File: config.mk
export PLATFORM = sky130hd
export DESIGN_NAME = ram8_arbiter
export DESIGN_NICKNAME = d
export VERILOG_FILES = /design/src/rtl/ram8_arbiter.sv
export SDC_FILE = /design/constraint.sdc
export NUM_CORES = 1
export LEC_CHECK = 0
export ABC_AREA = 1
export ABC_CLOCK_PERIOD_IN_PS = 2100
export CAP_MARGIN = 20
export CELL_PAD_IN_SITES_DETAIL_PLACEMENT = 1
export CELL_PAD_IN_SITES_GLOBAL_PLACEMENT = 2
export CORE_ASPECT_RATIO = 1.5
export CORE_MARGIN = 2
export CORE_UTILIZATION = 24
export CTS_CLUSTER_SIZE = 16
export DETAILED_ROUTE_END_ITERATION = 10
export PLACE_DENSITY = 0.89
export SYNTH_ARGS = -nofsm -noshare
export SYNTH_HDL_FRONTEND = slang
export SYNTH_SLANG_ARGS = --single-unit
export TNS_END_PERCENT = 20
File: constraint.sdc
create_clock -name clk -period 2.1 [get_ports clk]
set_clock_uncertainty 0.2 [all_clocks]
set_input_delay 0.63 -clock clk [delete_from_list [all_inputs] [get_ports clk]]
set_output_delay 0.63 -clock clk [all_outputs]
set_load 0.02 [all_outputs]
File: src/rtl/ram8_arbiter.sv
// Two-port arbiter in front of a single-ported 8x16 RAM. Each access takes one
// SERVE cycle followed by an IDLE/ack cycle in which the other port may be granted.
module ram8_arbiter #(
  parameter bit FIXED_PRIORITY = 1'b0
) (
  input  logic        clk,
  input  logic        rst_n,
  input  logic        a_req,
  input  logic        a_we,
  input  logic [2:0]  a_addr,
  input  logic [15:0] a_wdata,
  output logic        a_ack,
  output logic [15:0] a_rdata,
  input  logic        b_req,
  input  logic        b_we,
  input  logic [2:0]  b_addr,
  input  logic [15:0] b_wdata,
  output logic        b_ack,
  output logic [15:0] b_rdata,
  output logic [15:0] ram_in,
  output logic [2:0]  ram_address,
  output logic        ram_load,
  input  logic [15:0] ram_out
);
  localparam int NUM_PORTS = 2;
  localparam int AW        = 3;
  localparam int DW        = 16;

  typedef struct packed {
    logic          we;
    logic [AW-1:0] addr;
    logic [DW-1:0] wdata;
  } cmd_t;

  typedef enum logic [1:0] {IDLE, SERVE_A, SERVE_B} state_t;

  cmd_t   [NUM_PORTS-1:0]         port_cmd;
  logic   [NUM_PORTS-1:0]         port_req;
  logic   [NUM_PORTS-1:0]         port_ack;
  logic   [NUM_PORTS-1:0]         port_done;
  logic   [NUM_PORTS-1:0]         elig;
  logic   [NUM_PORTS-1:0][DW-1:0] port_rdata;

  state_t state_q, state_d;
  cmd_t   cmd_q, cmd_d;
  logic   last_grant_q, last_grant_d;  // 1 = B was granted last

  assign port_cmd[0] = {a_we, a_addr, a_wdata};
  assign port_cmd[1] = {b_we, b_addr, b_wdata};
  assign port_req    = {b_req, a_req};
  // A port in its ack cycle is ignored so its stale req cannot re-trigger.
  assign elig        = port_req & ~port_ack;

  always_comb begin
    state_d      = state_q;
    cmd_d        = cmd_q;
    last_grant_d = last_grant_q;
    port_done    = '0;
    ram_load     = 1'b0;
    ram_address  = '0;
    ram_in       = '0;
    case (state_q)
      IDLE: begin
        if (elig[0] && (!elig[1] || FIXED_PRIORITY || last_grant_q)) begin
          state_d = SERVE_A;
          cmd_d   = port_cmd[0];
        end else if (elig[1]) begin
          state_d = SERVE_B;
          cmd_d   = port_cmd[1];
        end
      end
      SERVE_A, SERVE_B: begin
        ram_load     = cmd_q.we;
        ram_address  = cmd_q.addr;
        ram_in       = cmd_q.wdata;
        port_done[0] = (state_q == SERVE_A);
        port_done[1] = (state_q == SERVE_B);
        last_grant_d = (state_q == SERVE_B);
        state_d      = IDLE;
      end
      default: state_d = IDLE;
    endcase
  end

  always_ff @(posedge clk or negedge rst_n) begin
    if (!rst_n) begin
      state_q      <= IDLE;
      cmd_q        <= '0;
      last_grant_q <= 1'b1;
    end else begin
      state_q      <= state_d;
      cmd_q        <= cmd_d;
      last_grant_q <= last_grant_d;
    end
  end

  // Per-port completion: read data is captured before the write edge lands,
  // so a write returns the word's previous contents.
  for (genvar p = 0; p < NUM_PORTS; p++) begin : g_port
    logic          ack_d, ack_q;
    logic [DW-1:0] rdata_d, rdata_q;

    always_comb begin
      ack_d   = port_done[p];
      rdata_d = port_done[p] ? ram_out : rdata_q;
    end

    always_ff @(posedge clk or negedge rst_n) begin
      if (!rst_n) begin
        ack_q   <= 1'b0;
        rdata_q <= '0;
      end else begin
        ack_q   <= ack_d;
        rdata_q <= rdata_d;
      end
    end

    assign port_ack[p]   = ack_q;
    assign port_rdata[p] = rdata_q;
  end

  assign a_ack   = port_ack[0];
  assign b_ack   = port_ack[1];
  assign a_rdata = port_rdata[0];
  assign b_rdata = port_rdata[1];

endmodule
Ports around the boundary:
Scale: 4 px per um. Pins as bars across the die edge, other pins in gray.
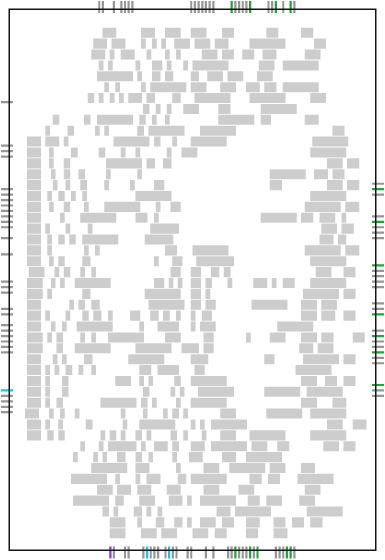
| port | color | pins | direction | edge |
|---|---|---|---|---|
| `a_addr` | cyan | 3 | input | 2 south, 1 west |
| `a_rdata` | green | 16 | output | 7 east, 5 south, 4 north |
| `rst_n` | purple | 1 | input | south |
all pins by edge: 32 south, 30 west, 26 east, 26 north
Die X: 91.3 um
Die Y: 135 um

Where the registers sit:
Scale: 2 px per um. Other sequential cells in the stronger gray, the rest of the logic in the fainter gray.
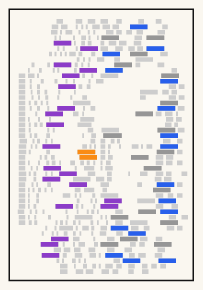
| name in the netlist | color | sequential cells |
|---|---|---|
| `b_rdata` | blue | 16 |
| `state_q` | orange | 2 |
| `cmd_q` | purple | 20 |
not colored: 19
Reg area: 1430 um2
seq pwr: 1.99 mW
sequential fraction of total cell area: 31.7%

Layout detail:
Window x 33 to 58, y 28 to 53 um. Cells in gray, sequential cells in the stronger gray; small squares are vias.
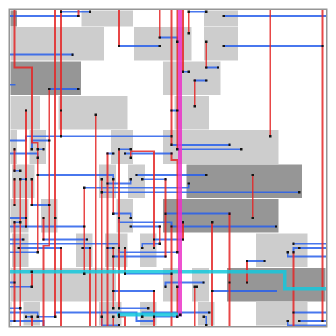
| layer | color |
|---|---|
| met3 | cyan |
| met2 | red |
| met1 | blue |
| met4 | magenta |
most frequent: nand2_1 (9), nand3_1 (5)
netlist names of flops here include: `cmd_q` (3), `a_rdata` (1)
sequential cells in the window: 4
cells with their middle in the window: 33

area by class of cell:
| cell class | count | share of cell area (%) |
|---|---|---|
| clock buffers | 9 | 5.00 |
| inverters | 68 | 5.67 |
| multi-input cells | 166 | 22.8 |
| repair buffers | 134 | 29.5 |
| well taps | 147 | 4.08 |
| flip-flops and latches | 57 | 31.7 |
| clock inverters | 7 | 1.25 |
worst max-delay path: cells and delay by family (launching register included):
kind | cells | cell delay [ns]
buffers and inverters | 4 | 0.36
adder cells (fa/ha/maj) | 1 | 0.31
AND/OR/NAND/NOR | 1 | 0.05
flip-flops | 1 | 0.36
where the power goes:
part	switching, mW	total (mW)	internal (mW)
clock network	0.545	1.35	0.804
registers	0.329	1.99	1.66
logic	2.01	3.75	1.74
total	2.88	7.09	4.21
worst paths after layout:
check / endpoint / from / slack [ns] / cells after the start
max in group asynchronous: last_grant_q$_DFFE_PN1N_ / rst_n / 1.30 / 2
min reg2reg: last_grant_q$_DFFE_PN1N_ / last_grant_q$_DFFE_PN1N_ / 0.29 / 2
max: ram_in[2] / state_q[1]$_DFFE_PN0P_ / -0.14 / 6
max reg2reg: a_rdata[15]$_DFFE_PN0P_ / state_q[1]$_DFFE_PN0P_ / 0.33 / 6
min: a_rdata[12]$_DFFE_PN0P_ / rst_n / 0.11 / 2
min in group clk: last_grant_q$_DFFE_PN1N_ / last_grant_q$_DFFE_PN1N_ / 0.29 / 2
routing by layer:
layer	GRT usage (%)	vias up
li1	-	1189
met1	14.1	1182
met2	25.5	66
met3	3.40	9
met4	5.81	0
met5	0	-
state kept, by name (all words and copies together) (netlist names):
name / flops
b_rdata: 16
state_q: 2
cmd_q: 20
a_ack: 1
b_ack: 1
a_rdata: 16
last_grant_q: 1
what timing repair did:
item / CTS / global route
gates cloned: 0 / 0
resized: 200 / 5
setup endpoints to repair: 54 / 20
buffers inserted: 3 / 1
pin swaps: 1 / 1
cell usage after synthesis (all sizes together):
library cell   n  area [um2]
a21oi          2        13.8
and3           1        6.26
buf           14        95.1
clkbuf         2        7.51
dfrtp         56        1400
dfstp          1        26.3
ha             3        37.5
inv           68         255
mux2          32         360
nand2         86         328
nand3         41         205
o21ai          1        5.00
metrics by stage:
stage	hold slack, ns	instance area (um2)	setup WS (ns)	total power, mW	util (%)
floorplan	0.134	2740	0.0779	3.93	-
global placement	0.263	4110	-0.325	5.54	37.0
detailed placement	0.270	4110	-0.402	5.66	37.0
CTS	0.113	4480	-0.147	7.17	40.3
global route	0.124	4500	-0.204	7.59	40.5
finish	0.105	4500	-0.143	7.09	40.5
cell families after synthesis:
logic type | share of synthesized area (%)
buffers and inverters | 13.1
multiplexers | 13.1
flip-flops | 52.1
AND/OR/NAND/NOR | 19.7
adder cells (fa/ha/maj) | 1.37
AND-OR/OR-AND | 0.684
==> job_summary.md <==
### Yosys + OpenROAD results

| Metric | Value |
|---|---|
| Status | `finished with violations` |
| Failing checks | `negative setup slack` |
| Crit path kind | `register to output port` |
| Drt drc | `0` |
| Pre-antenna DRT Iters | `4` |
| Ports | `between 100 and 150` |
| Yosys Instances | `around 300` |
| Iter 0 DRT Violations | `24` |
| Yosys Chip Area | `between 2000 and 3000 um2` |
| Wire per inst | `around 13 um` |
| Clock sink count | `57` |
| Setup crit end kind | `output port` |
| Hold Buf Count CTS | `0` |
| MI comb area | `slightly above 1000 um2` |
| Vias in the first global route | `between 2000 and 3000` |
| CTS tree | `yes` |
| Area delta synth->final | `64.3%` |
| Most used cell along the critical path | `inv_2` |
| Clock buffer count from CTS | `9` |
| Final ANT Viol Nets | `0` |
| Top cells excl fill/tap | `64 x nand2_1, 58 x clkdlybuf4s50_1, 56 x dfrtp_1, 43 x inv_1, 41 x nand3_1` |
| Post-synthesis cell type count | `17` |
| Critical Path Fanout Max | `7` |
| Inst Count DP | `approximately 570` |
| Worst-path cell chain | `inv_2 -> ha_4 -> buf_8 -> nand2_2 -> inv_2 -> buf_6` |
| Syn Inst Count | `about 310` |
| First-pass GRT wire length | `approximately 13000 um` |
| Largest net degree at the start of global routing | `~58` |
| Latency at later pin | `approximately 0.32 ns` |
| DIE AREA | `between 10000 and 15000 um2` |
| Wire length on met1 | `~3100 um` |
| Unrepaired setup endpoints after global routing | `yes` |
| Final min period | `roughly 2.2 ns` |
| Worst setup margin | `-0.143 ns` |
| Detailed placement HPWL | `between 5000 and 6000 um` |
| Nets | `between 400 and 500` |
| Antenna violations before repair | `0` |
| Met3 routed wirelength | `323 um` |
| CP startpoint kind | `register` |
| Final Setup Violations | `20` |
| IO Port Bufs | `113` |
| Overflow after GRT | `0` |
| Share of layout cells above drive strength 1 | `between 30% and 40%` |
| Most frequent logic cell in the layout | `nand2_1` |
| Worst Hold Class | `input port to asynchronous set/reset pin` |
| Ys Warns | `0` |
| FILL cells | `between 1000 and 1500` |
| Synthesized registers | `between 50 and 60` |
| CTS H-tree depth | `3` |
| Placeable Area | `approximately 11000 um2` |
| Uppermost layer routed | `met4` |
| Relative slew slack | `roughly 78%` |
| Fmax | `between 0.4 and 0.5 GHz` |
| Tool warning count | `30` |
| CTS Root Cell | `clkbuf_16` |
| Setup Total Neg Slack | `-2.69 ns` |
| Final Non-Filler Cells | `approximately 590` |
| Fp_density | `24.7%` |
| Worst-margin pin slew | `between 0.3 and 0.4 ns` |
| Pwr dens | `between 1500 and 2000 nW/um2` |
| Longest Clk Path Bufs | `2` |
| Seq share, synth | `a little over half` |
| Leak | `between 2 and 2.5 nW` |
| Antenna diodes | `0` |
| Worst IR Drop VDD | `0.523 mV` |
| Crit path largest cell delay | `between 0.3 and 0.4 ns` |
| Slowest cell on crit path | `dfrtp_1` |
| Clock transition at the registers of the reported paths | `~0.06 ns` |
| Total GRT Usage | `a little over an eighth` |
No activity file was given, so power comes from the tool's default toggle rates.
